==> run_1/m4.png <==
Scale: 4 px per um. Cells faint in the background.
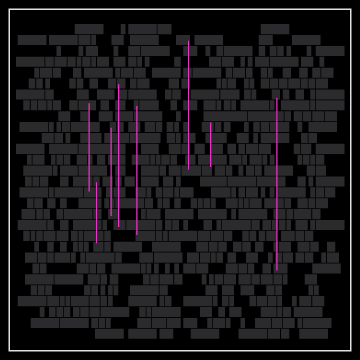
==> run_1/layers.png <==
Scale: 4 px per um.
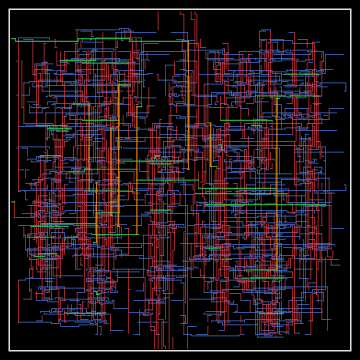
==> run_1/closeup.png <==
Region (54, 11) to (74, 31) um. Cells in gray, sequential cells in the stronger gray; small squares are vias.
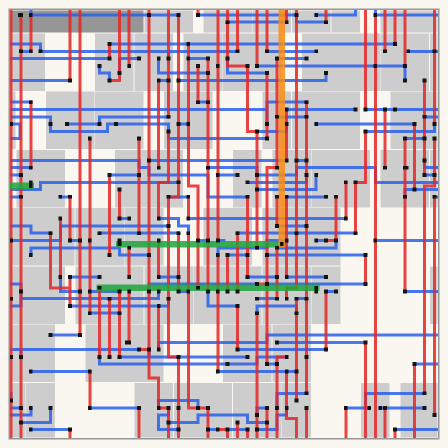
==> run_1/congestion_map.png <==
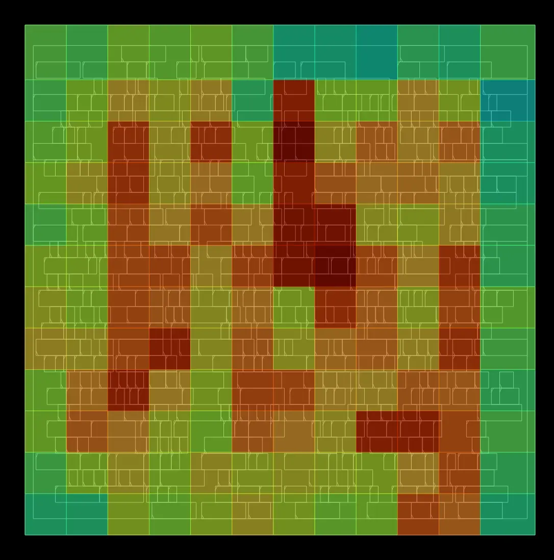
--- config.mk ---
export PLATFORM = sky130hd
export DESIGN_NAME = reproductor_notas
export DESIGN_NICKNAME = d
export VERILOG_FILES = /design/src/rtl/reproductor_notas.sv
export SDC_FILE = /design/constraint.sdc
export NUM_CORES = 1
export LEC_CHECK = 0
export CORE_UTILIZATION = 62
export CTS_CLUSTER_DIAMETER = 100
export CTS_CLUSTER_SIZE = 8
export DETAILED_ROUTE_END_ITERATION = 6
export PLACE_DENSITY = 0.8
export SYNTH_ARGS = -nofsm -noshare
export SYNTH_HDL_FRONTEND = slang
export SYNTH_SLANG_ARGS = --single-unit
--- constraint.sdc ---
create_clock -name clk -period 3.45 [get_ports clk]
set_clock_uncertainty 0.2 [all_clocks]
set_input_delay 0.69 -clock clk [delete_from_list [all_inputs] [get_ports clk]]
set_output_delay 0.69 -clock clk [all_outputs]
set_load 0.01 [all_outputs]
--- src/rtl/reproductor_notas.sv ---
// Tone player: latches a note code on a play strobe, drives a square wave at that
// note's pitch for a fixed duration, then holds a silent gap and pulses completion.
module reproductor_notas #(
  parameter int unsigned DIV_DO     = 95557,
  parameter int unsigned DIV_RE     = 85131,
  parameter int unsigned DIV_MI     = 75843,
  parameter int unsigned DIV_FA     = 71586,
  parameter int unsigned DIV_SOL    = 63776,
  parameter int unsigned DIV_LA     = 56818,
  parameter int unsigned DIV_SI     = 50619,
  parameter int unsigned DUR_CYCLES = 25000000,
  parameter int unsigned GAP_CYCLES = 2500000
) (
  input  logic       clk,
  input  logic       reset,
  input  logic [2:0] notaEntrada,
  input  logic       tocar,
  input  logic       detener,
  output logic       parlante,
  output logic       ocupado,
  output logic       notaTerminada,
  output logic [2:0] notaActual
);

  typedef enum logic [1:0] {StIdle, StPlay, StGap} state_e;

  state_e      state_q;
  logic [2:0]  note_q;
  logic [31:0] dur_cnt_q;   // cycles spent in the current PLAY or GAP phase
  logic [31:0] half_cnt_q;  // cycles since the last parlante toggle
  logic        parlante_q;
  logic        ocupado_q;
  logic        terminada_q;
  logic [2:0]  nota_act_q;
  logic [31:0] half_max;

  // Terminal value of the half-period counter for the latched note.
  always_comb begin
    half_max = 32'd0;
    unique case (note_q)
      3'd1:    half_max = DIV_DO - 1;
      3'd2:    half_max = DIV_RE - 1;
      3'd3:    half_max = DIV_MI - 1;
      3'd4:    half_max = DIV_FA - 1;
      3'd5:    half_max = DIV_SOL - 1;
      3'd6:    half_max = DIV_LA - 1;
      3'd7:    half_max = DIV_SI - 1;
      default: half_max = 32'd0;
    endcase
  end

  // Control FSM with registered outputs; priority reset > detener > tocar > expiry.
  always_ff @(posedge clk) begin
    if (reset) begin
      state_q     <= StIdle;
      note_q      <= 3'd0;
      dur_cnt_q   <= 32'd0;
      half_cnt_q  <= 32'd0;
      parlante_q  <= 1'b0;
      ocupado_q   <= 1'b0;
      terminada_q <= 1'b0;
      nota_act_q  <= 3'd0;
    end else begin
      terminada_q <= 1'b0;
      unique case (state_q)
        StIdle: begin
          if (tocar && !detener) begin
            state_q    <= StPlay;
            note_q     <= notaEntrada;
            dur_cnt_q  <= 32'd0;
            half_cnt_q <= 32'd0;
            parlante_q <= 1'b0;
            ocupado_q  <= 1'b1;
            nota_act_q <= notaEntrada;
          end
        end
        StPlay: begin
          if (detener) begin
            state_q    <= StIdle;
            parlante_q <= 1'b0;
            ocupado_q  <= 1'b0;
            nota_act_q <= 3'd0;
          end else if (dur_cnt_q == DUR_CYCLES - 1) begin
            // Silence the buzzer at the phase change whatever its current level.
            state_q    <= StGap;
            dur_cnt_q  <= 32'd0;
            half_cnt_q <= 32'd0;
            parlante_q <= 1'b0;
            nota_act_q <= 3'd0;
          end else begin
            dur_cnt_q <= dur_cnt_q + 32'd1;
            // A rest keeps the buzzer low for the whole phase.
            if (note_q != 3'd0) begin
              if (half_cnt_q == half_max) begin
                half_cnt_q <= 32'd0;
                parlante_q <= ~parlante_q;
              end else begin
                half_cnt_q <= half_cnt_q + 32'd1;
              end
            end
          end
        end
        StGap: begin
          if (detener) begin
            state_q   <= StIdle;
            ocupado_q <= 1'b0;
          end else if (dur_cnt_q == GAP_CYCLES - 1) begin
            state_q     <= StIdle;
            dur_cnt_q   <= 32'd0;
            ocupado_q   <= 1'b0;
            terminada_q <= 1'b1;
          end else begin
            dur_cnt_q <= dur_cnt_q + 32'd1;
          end
        end
        default: begin
          state_q    <= StIdle;
          parlante_q <= 1'b0;
          ocupado_q  <= 1'b0;
          nota_act_q <= 3'd0;
        end
      endcase
    end
  end

  assign parlante      = parlante_q;
  assign ocupado       = ocupado_q;
  assign notaTerminada = terminada_q;
  assign notaActual    = nota_act_q;

endmodule

==> flow_metrics.rpt, run 1 <==
IMPLEMENTATION SUMMARY REPORT
----------------------------------------------------
[Place]
  Post-detailed-placement cell area ........................ 4450 um^2
  Final GP Congestion ........................ 0.885
  Sum of net half-perimeters after detailed placement ........................ 6.96 mm

[Layout]
  Multi-input combinational area share ........................ 0.563
  Syn-to-layout area delta ........................ 8.49%
  Nets ........................ 547
  Post-route non-filler standard cell count ........................ 616
  Inverters ........................ 12
  Biggest registers after layout ........................ dur_cnt_q (32), half_cnt_q (32)
  Top library cells by usage in the layout, fill and taps aside ........................ sky130_fd_sc_hd__dfxtp_1, sky130_fd_sc_hd__nor2_1, sky130_fd_sc_hd__a21oi_1
  Largest class ........................ multi-input combinational cells
  Clock-cell share ........................ 0.0402
  Antenna Diode Count ........................ 0

[Synth]
  Yosys Warn Count ........................ 0
  Most frequently used flop master after synthesis ........................ sky130_fd_sc_hd__dfxtp_1
  Synthesized netlist net count ........................ ~540
  Adder Share, Synth ........................ 0.0176
  Yosys stat chip area ........................ 4270 um^2
  Distinct cell type count of the synthesized netlist ........................ 66

[Min path]
  Cells on Worst Hold Path ........................ 2
  Worst hold start ........................ notaActual[2]

[Power]
  Cell-internal power ........................ around 1.3 mW
  Top power group ........................ sequential cells
  Leakage power ........................ 1.57 nW
  Total design power ........................ 1.81 mW
  IR Drop Worst-Case VDD ........................ 277 uV

[Floorplanning]
  Height of the die ........................ 85.0 um
  Width of the die ........................ 85.0 um
  Core area ........................ 6490 um^2

[Clock tree]
  Hold buffer count at CTS ........................ 0
  CTS tree ........................ built
  Worst-skew pair later-pin latency ........................ 340 ps
  TritonCTS sink count ........................ 75

[Global route]
  Routing layer with the top usage in global route ........................ met2
  Residual overflow from global routing ........................ 0
  Via count of the first global-routing pass ........................ 3675

[Worst setup path]
  Launching instance or port of the critical path ........................ note_q[1]
  Type of origin of the critical path ........................ flop
  Top delay family on crit path ........................ simple AND/OR/NAND/NOR gates

[Run status]
  Status ........................ completed

----------------------------------------------------
Back to the opening pictures, m4.png:
8 nets have wire on it. The layer carries 212 um of wire. The layer holds 2.2% of the routed length. The longest straight run is 42.8 um.

Back to the opening pictures, layers.png:
M2: in red, wire length 4990 um. M4: in orange, wire length 212 um. M3: in green, wire length 393 um. M1: in blue, wire length 4140 um.
total via count in the routed design: 3909
Total GRT Usage: 0.287
wire length per cell after detailed routing: 15.8 um
total wirelength of the detailed-routed design: 9.74 mm

Back to the opening pictures, closeup.png:
M4: in orange. M2: in red. M1: in blue. M3: in green.
Sequential cells in the window: 0. 41 logic cells have their middle in the window. Most frequent: nor2_1 (4).

Back to the opening pictures, congestion_map.png:
met3 demand-to-capacity share in global routing: 0.0554
utilization after layout: 0.714
met2 usage in global routing: 0.535

==> inputs of run 2 (changes only) <==
==> constraint.sdc (replaced) <==
create_clock -name clk -period 2.7 [get_ports clk]
set_clock_uncertainty 0.2 [all_clocks]
set_input_delay 0.54 -clock clk [delete_from_list [all_inputs] [get_ports clk]]
set_output_delay 0.54 -clock clk [all_outputs]
set_load 0.01 [all_outputs]
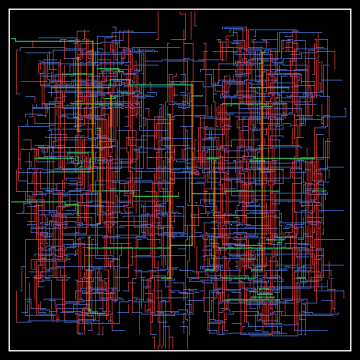
(run_2/layers.png)
Scale: 4 px per um.
M1: in blue, wire length 4240 um. M4: in orange, wire length 273 um. M2: in red, wire length 5450 um. M3: in green, wire length 404 um.
total via count in the routed design: 4059
Total GRT Usage: 0.298
total wirelength of the detailed-routed design: 10.4 mm

==> run 2 against run 1 <==
Combinational power up 48%. Cell area is 5.0% higher. Total power up 32%. First-iteration DRC count down 16%. Synthesized cell count is the same. Via count rose by 3.8%. Highest routed layer unchanged. Non-clock buffer count is 28 higher. Count of clock-buffer cells in the layout decreased by 1. Wire length rose by 6.5%. Clock power rose by 32%. Largest cell class unchanged. Critical endpoint is now dur_cnt_q[31]. Cell count grew 4.4%. Critical path type unchanged. Worst hold slack got worse by 2.4 ps.
==> flow_metrics.rpt, run 2 <==
IMPLEMENTATION SUMMARY REPORT
----------------------------------------------------
[Min path]
  Worst hold start ........................ notaActual[2]
  Cells on Worst Hold Path ........................ 2

[Place]
  Final GP Congestion ........................ 0.893
  Sum of net half-perimeters after detailed placement ........................ 7.61 mm

[Layout]
  Utilization after layout ........................ 0.750
  Nets ........................ around 580
  Top library cells by usage in the layout, fill and taps aside ........................ sky130_fd_sc_hd__dfxtp_1, sky130_fd_sc_hd__nor2_1, sky130_fd_sc_hd__a21oi_1

[Worst setup path]
  Launching instance or port of the critical path ........................ state_q[1]
  Type of origin of the critical path ........................ flop
  Top delay family on crit path ........................ simple AND/OR/NAND/NOR gates

[Floorplanning]
  Core area ........................ 6490 um^2

[Global route]
  Via count of the first global-routing pass ........................ 3791
  Met3 demand-to-capacity share in global routing ........................ 0.0603

[Route]
  Wire length per cell after detailed routing ........................ around 16 um

[Synth]
  Yosys stat chip area ........................ 4270 um^2
  Adder Share, Synth ........................ 0.0176

[Power]
  Leakage power ........................ 1.72 nW
  Top power group ........................ sequential cells

[Run status]
  Status ........................ completed

[Clock tree]
  Worst-skew pair later-pin latency ........................ 350 ps

----------------------------------------------------
==> inputs of run 3 (changes only) <==
--- a/config.mk
+++ b/config.mk
@@ -5,6 +5,7 @@
 export SDC_FILE = /design/constraint.sdc
 export NUM_CORES = 1
 export LEC_CHECK = 0
+export ABC_CLOCK_PERIOD_IN_PS = 2700
 export CORE_UTILIZATION = 62
 export CTS_CLUSTER_DIAMETER = 100
 export CTS_CLUSTER_SIZE = 8
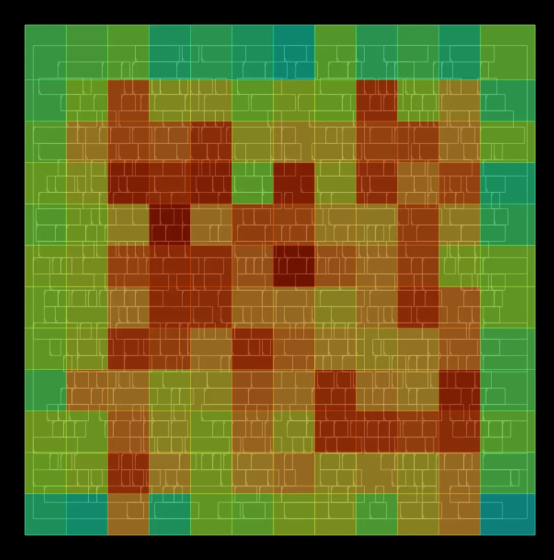
(run_3/congestion_map.png)
wire length per cell after detailed routing: 16.1 um
M1 GR Usage: 0.343
utilization after layout: 0.750
met3 demand-to-capacity share in global routing: 0.0603

==> run 3 against run 2 <==
Wire length is the same. Count of clock-buffer cells in the layout is the same. Core utilization is the same. Flip-flop count is the same. Cell count is the same. Die area is the same. Largest cell class unchanged. Critical endpoint unchanged. Highest routed layer unchanged. Non-clock buffer count is the same.
==> flow_metrics.rpt, run 3 <==
IMPLEMENTATION SUMMARY REPORT
----------------------------------------------------
[Run status]
  Status ........................ completed

[Worst setup path]
  Top delay family on crit path ........................ simple AND/OR/NAND/NOR gates
  Type of origin of the critical path ........................ flop
  Launching instance or port of the critical path ........................ state_q[1]

[Clock tree]
  TritonCTS sink count ........................ ~75
  CTS tree ........................ built

[Synth]
  Most frequently used flop master after synthesis ........................ sky130_fd_sc_hd__dfxtp_1
  Synthesized netlist net count ........................ 541
  Yosys stat chip area ........................ 4270 um^2

[Power]
  Total design power ........................ around 2.4 mW
  Top power group ........................ sequential cells
  Cell-internal power ........................ roughly 1.7 mW
  IR Drop Worst-Case VDD ........................ roughly 430 uV

[Place]
  Post-detailed-placement cell area ........................ 4670 um^2
  Final GP Congestion ........................ 0.893

[Floorplanning]
  Width of the die ........................ 85.0 um

[Route]
  Total via count in the routed design ........................ 4059
  Total wirelength of the detailed-routed design ........................ 10.4 mm

[Min path]
  Cells on Worst Hold Path ........................ 2

[Global route]
  Total GRT Usage ........................ 0.298
  Via count of the first global-routing pass ........................ about 3800

[Layout]
  Syn-to-layout area delta ........................ 13.9%
  Biggest registers after layout ........................ dur_cnt_q (32), half_cnt_q (32)
  Post-route non-filler standard cell count ........................ roughly 640
  Inverters ........................ 12
  Clock-cell share ........................ 0.0396
  Top library cells by usage in the layout, fill and taps aside ........................ sky130_fd_sc_hd__dfxtp_1, sky130_fd_sc_hd__nor2_1, sky130_fd_sc_hd__a21oi_1
  Multi-input combinational area share ........................ 0.537

----------------------------------------------------
Power is estimated from default activity; no workload was simulated.
